Design strike_controller_flat, sky130hd; sources not shown.
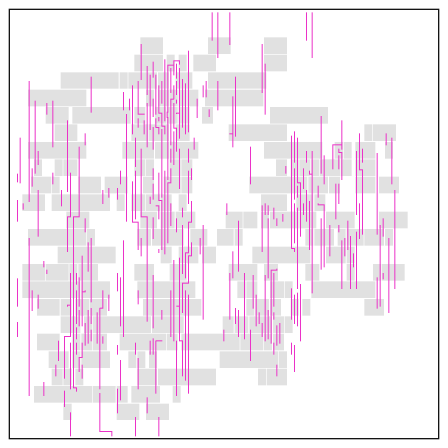
Figure 1: run 1, M2 wires.
171 nets have wire on it. The longest straight run is 26.7 µm. The layer carries 1390 µm of wire. The wires run mostly vertical. The layer holds 49% of the routed length.
via count: 1144
Post-Route WL: 2860 µm
met2 Usage GRT: 26.0%

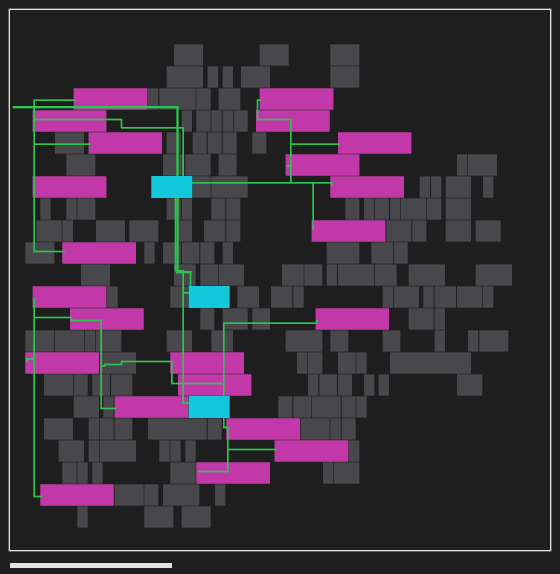
Figure 2: run 1, routed clock nets over the placement.
Scale bar: 20 µm.
clock drivers: in cyan, count 3. clock wires: in green, length 296 µm. flip-flops: in magenta, count 22.
There are 4 routed clock nets.
Clock group: 0.0491 mW
Layout Skew: 0.00121 ns
Clk pwr share: 31.4%
Clock Latency Late Sink: 0.26 ns

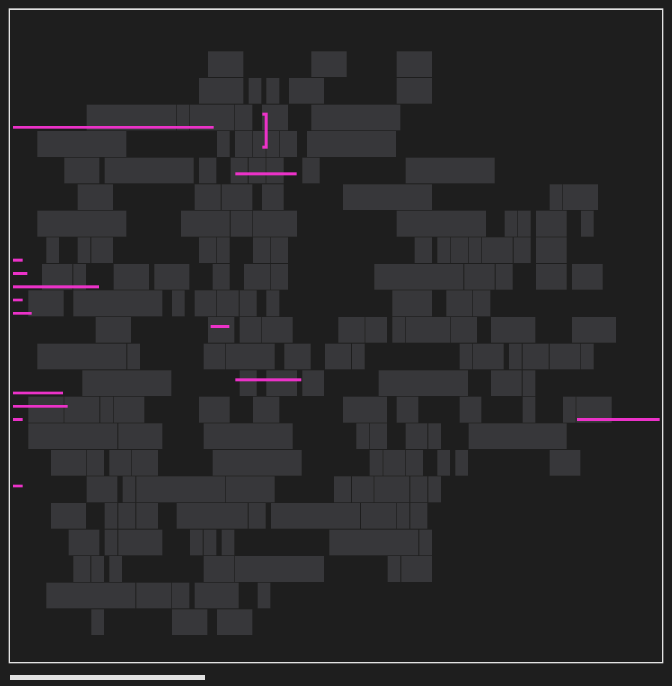
Figure 3: run 1, metal 3.
Scale bar: 20 µm.
The layer carries 70.4 µm of wire. The layer holds 2.5% of the routed length. The wires run mostly horizontal. The longest straight run is 20.2 µm. 14 nets have wire on it.
M3 GR Usage: 2.20%

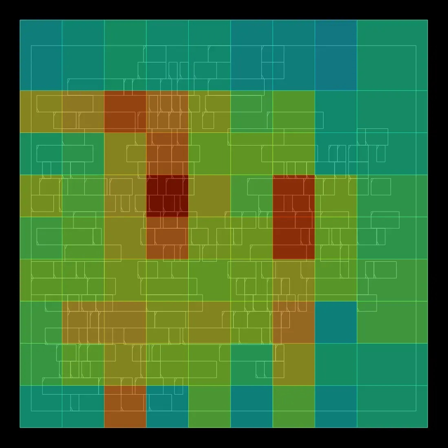
Figure 4: run 1, congestion heat map.
Tot GR Track Use: 15.7%
M1 GR Usage: 19.8%
wire length per cell: 12.3 µm
gr busiest metal: met2

==> flow_summary.json, run 1 <==
{
  "postCtsSetupBuffers": 0,
  "cp_max_fo": 10,
  "finalSetupViolCount": 0,
  "dp_cells": 230,
  "synth.cell_area_um2": 1420,
  "period_needed_ns": 4.00,
  "routed-wl-met3_um": 70,
  "async_flop_share_pct": 100,
  "grt_pass1_wl_um": 5200,
  "seq_share_pct": 31.5,
  "hold_viol_final": 0,
  "hold_path.class": "reg2reg",
  "synth_cell_types": 37,
  "grt_pass1_vias": 1164,
  "taps": 48,
  "path_clk_slew_ns": 0.07,
  "postRouteAntennaNets": 0,
  "intPower_mw": 0.118,
  "buf_share_pct": 11.0,
  "fmax_ghz": 0.250,
  "power.group.top": "sequential cells",
  "place_ws_ns": 6.61,
  "p_switching_mw": 0.0390,
  "dieArea_um2": 4460,
  "mux_share_pct": 0.704,
  "ys.flop_type": "dfrtp_1",
  "io_pins": 20,
  "fin_crit_sh_pct": 36.7,
  "die_x_um": 66.8,
  "logic_area_um2": 867,
  "drv_slew": 0,
  "cts_tree": "done",
  "clock-sinks": 22,
  "place_area_um2": 1710,
  "critical_path_class": "in2reg",
  "lay_top_cells": "dfrtp_1 (22), clkdlybuf4s50_1 (18), nand2_1 (15)",
  "via_per_inst": 4.91,
  "edf_count": 0,
  "final_common_cell": "dfrtp_1",
  "slowest_delay_ns": 0.62,
  "drt_iter0_drc": 62,
  "dr.pass1.iters": 4,
  "powerSeq_mw": 0.0846,
  "required_ns": 11.10,
  "final_core_util_pct": 46.4,
  "n_all_inverters": 10,
  "core_area_um2": 3770,
  "top_area_share_pct": 38.7,
  "ir_worst_vdd_v": 0.0000620,
  "maxCapViolations": 0,
  "p_leak_nw": 0.798,
  "netSwitchingFraction_pct": 24.9,
  "min_path_cells": 1,
  "cp_common_cell": "nand3_1",
  "power_density_nw_per_um2": 89.5,
  "overflow": 0,
  "fin_tns_setup_ns": 0,
  "simple_gate_share_pct": 24.4,
  "drive_gt1_share_pct": 6.49,
  "maxSlewHeadroom_pct": 20.1,
  "root_buffer": "clkbuf_8",
  "wl_met2_um": 1390,
  "path_cells": "clkdlybuf4s50_1 > nor3b_1 > nand3_1 > o22ai_2 > nor2_2 > or4_1 > nand3_1",
  "cts_buffers": 3,
  "design_area_um2": 1750,
  "status": "finished, final reports clean",
  "r2r_slack_ns": 7.42,
  "synth_area_leader_cell": "dfrtp_1",
  "warnings": 27,
  "r2r_cells": 12,
  "synth.comb.largest_family": "simple AND/OR/NAND/NOR gates",
  "arrival_ns": 4.20,
  "multiInputCombCellCount": 130,
  "adder_share_pct": 7.56,
  "xor_area_share_pct": 10.5
}
Figure 5. Wiring by layer (run 1).
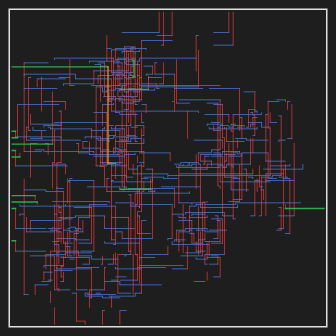

--- run 2 (diff from run 1) ---
- clock period: 10.9 -> 3.75 ns (I/O delays scaled with it)
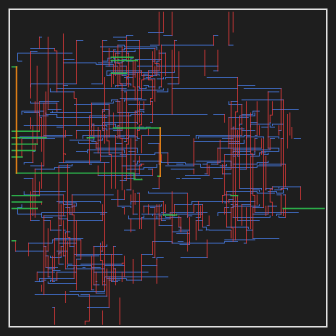
Figure 6: run 2, wiring by layer.
metal 2: in red, wire length 1390 µm. metal 1: in blue, wire length 1400 µm. metal 3: in green, wire length 109 µm. metal 4: in orange, wire length 32.6 µm.
Post-Route WL: 2930 µm
via count: 1172
wire length per cell: 12.5 µm

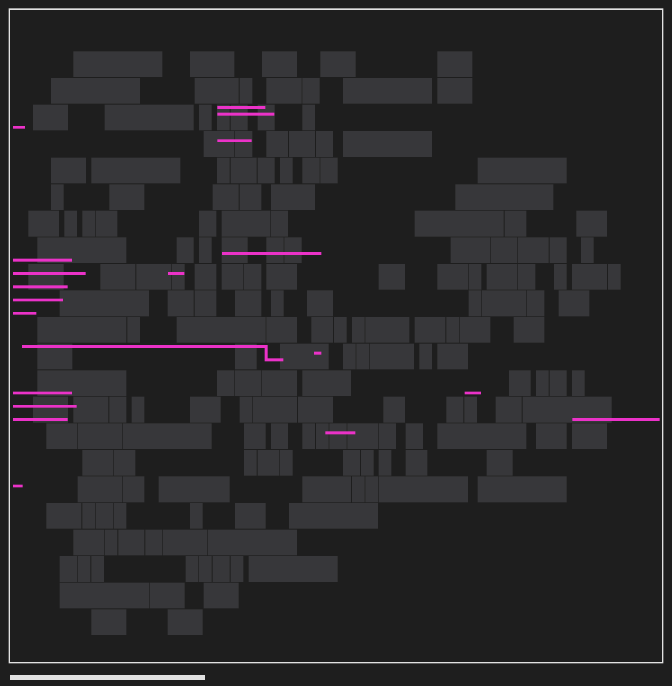
Figure 7: run 2, metal 3.
Scale bar: 20 µm.
18 nets have wire on it. The layer holds 3.7% of the routed length. The wires run mostly horizontal. The layer carries 109 µm of wire.
M3 GR Usage: 2.70%

==> flow_summary.json, run 2 <==
{
  "status": "finished, final reports clean",
  "r2r_cells": 12,
  "syn2layout_area_growth_pct": 24.8,
  "maxCapViolations": 0,
  "ys_cells": 153,
  "yosys_warnings": 6,
  "dieArea_um2": 4460,
  "insertion_delay_ns": 0.26,
  "cts_max_level": 1,
  "path_cells": "nor3b_1 > inv_1 > ha_1 > xnor2_1 > xnor2_1 > or4_1 > nor3b_1 > nand3_1 > o22ai_2 > nor2_2 > or4_1 > nand3_1",
  "gp_congestion": 0.848,
  "hold_viol_final": 0,
  "required_ns": 3.95,
  "dp_cells": 231,
  "core_area_um2": 3770,
  "critical_path_class": "reg2reg",
  "taps": 48,
  "warnings": 27,
  "multiInputCombCellCount": 130,
  "drv_slew": 0,
  "hold_path.class": "reg2reg",
  "simple_gate_share_pct": 24.4,
  "ys.flop_type": "dfrtp_1",
  "lay_top_cells": "dfrtp_1 (22), clkdlybuf4s50_1 (15), nand2_1 (15)",
  "grt_pass1_wl_um": 5000,
  "design_area_um2": 1780,
  "comb_area_share_pct": 48.8,
  "via_per_inst": 4.99,
  "buf_share_pct": 11.6,
  "adder_share_pct": 7.56,
  "netSwitchingFraction_pct": 24.9,
  "place_area_um2": 1720,
  "routed-wl-met3_um": 109,
  "io_pins": 20,
  "dr.pass1.iters": 4,
  "r2r_slack_ns": 0.37,
  "arrival_ns": 3.58,
  "use_met1_pct": 18.9,
  "synth_cell_types": 37,
  "cts_buffers": 3,
  "synth.comb.largest_family": "simple AND/OR/NAND/NOR gates",
  "edf_count": 0,
  "clock-sinks": 22,
  "final_common_cell": "dfrtp_1",
  "final_core_util_pct": 47.1,
  "p_switching_mw": 0.121,
  "postCtsSetupBuffers": 0,
  "p_leak_nw": 0.814,
  "powerSeq_mw": 0.245,
  "drc": 0,
  "postRouteAntennaNets": 0,
  "ys.flops": 22,
  "n_all_inverters": 10,
  "synth_area_leader_cell": "dfrtp_1",
  "finalSetupViolCount": 0,
  "async_flop_share_pct": 100,
  "xor_area_share_pct": 10.5,
  "intPower_mw": 0.364,
  "grt_pass1_vias": 1140,
  "drive_gt1_share_pct": 7.49,
  "drt_iter0_drc": 49,
  "flop-count": 22,
  "mux_share_pct": 0.704,
  "wl_met2_um": 1390,
  "crit_buf_inv": 1,
  "overflow": 0,
  "fmax_ghz": 0.296,
  "synth.cell_area_um2": 1420,
  "grtUsageMet2_pct": 25.3,
  "min_path_cells": 1,
  "cts_tree": "done",
  "track_usage_pct": 15.1,
  "logic_area_um2": 867,
  "clock_power_share_pct": 35.4,
  "seq_share_pct": 31.0,
  "top_area_share_pct": 38.7,
  "place_ws_ns": 0.391,
  "fin_skew_ns": 0.00538,
  "fin_crit_sh_pct": 90.2,
  "slowest_delay_ns": 0.56,
  "power_density_nw_per_um2": 273,
  "ir_worst_vdd_v": 0.000169,
  "holdBufCountCts": 0,
  "maxSlewHeadroom_pct": 33.4,
  "period_needed_ns": 3.38,
  "fin_tns_setup_ns": 0,
  "cp_max_fo": 9,
  "root_buffer": "clkbuf_8",
  "busiest_layer": "met2",
  "path_clk_slew_ns": 0.08,
  "p_clk_mw": 0.171,
  "pwr-share-seq_pct": 50.7,
  "power.group.top": "sequential cells",
  "die_x_um": 66.8
}
Power is estimated from default activity; no workload was simulated.
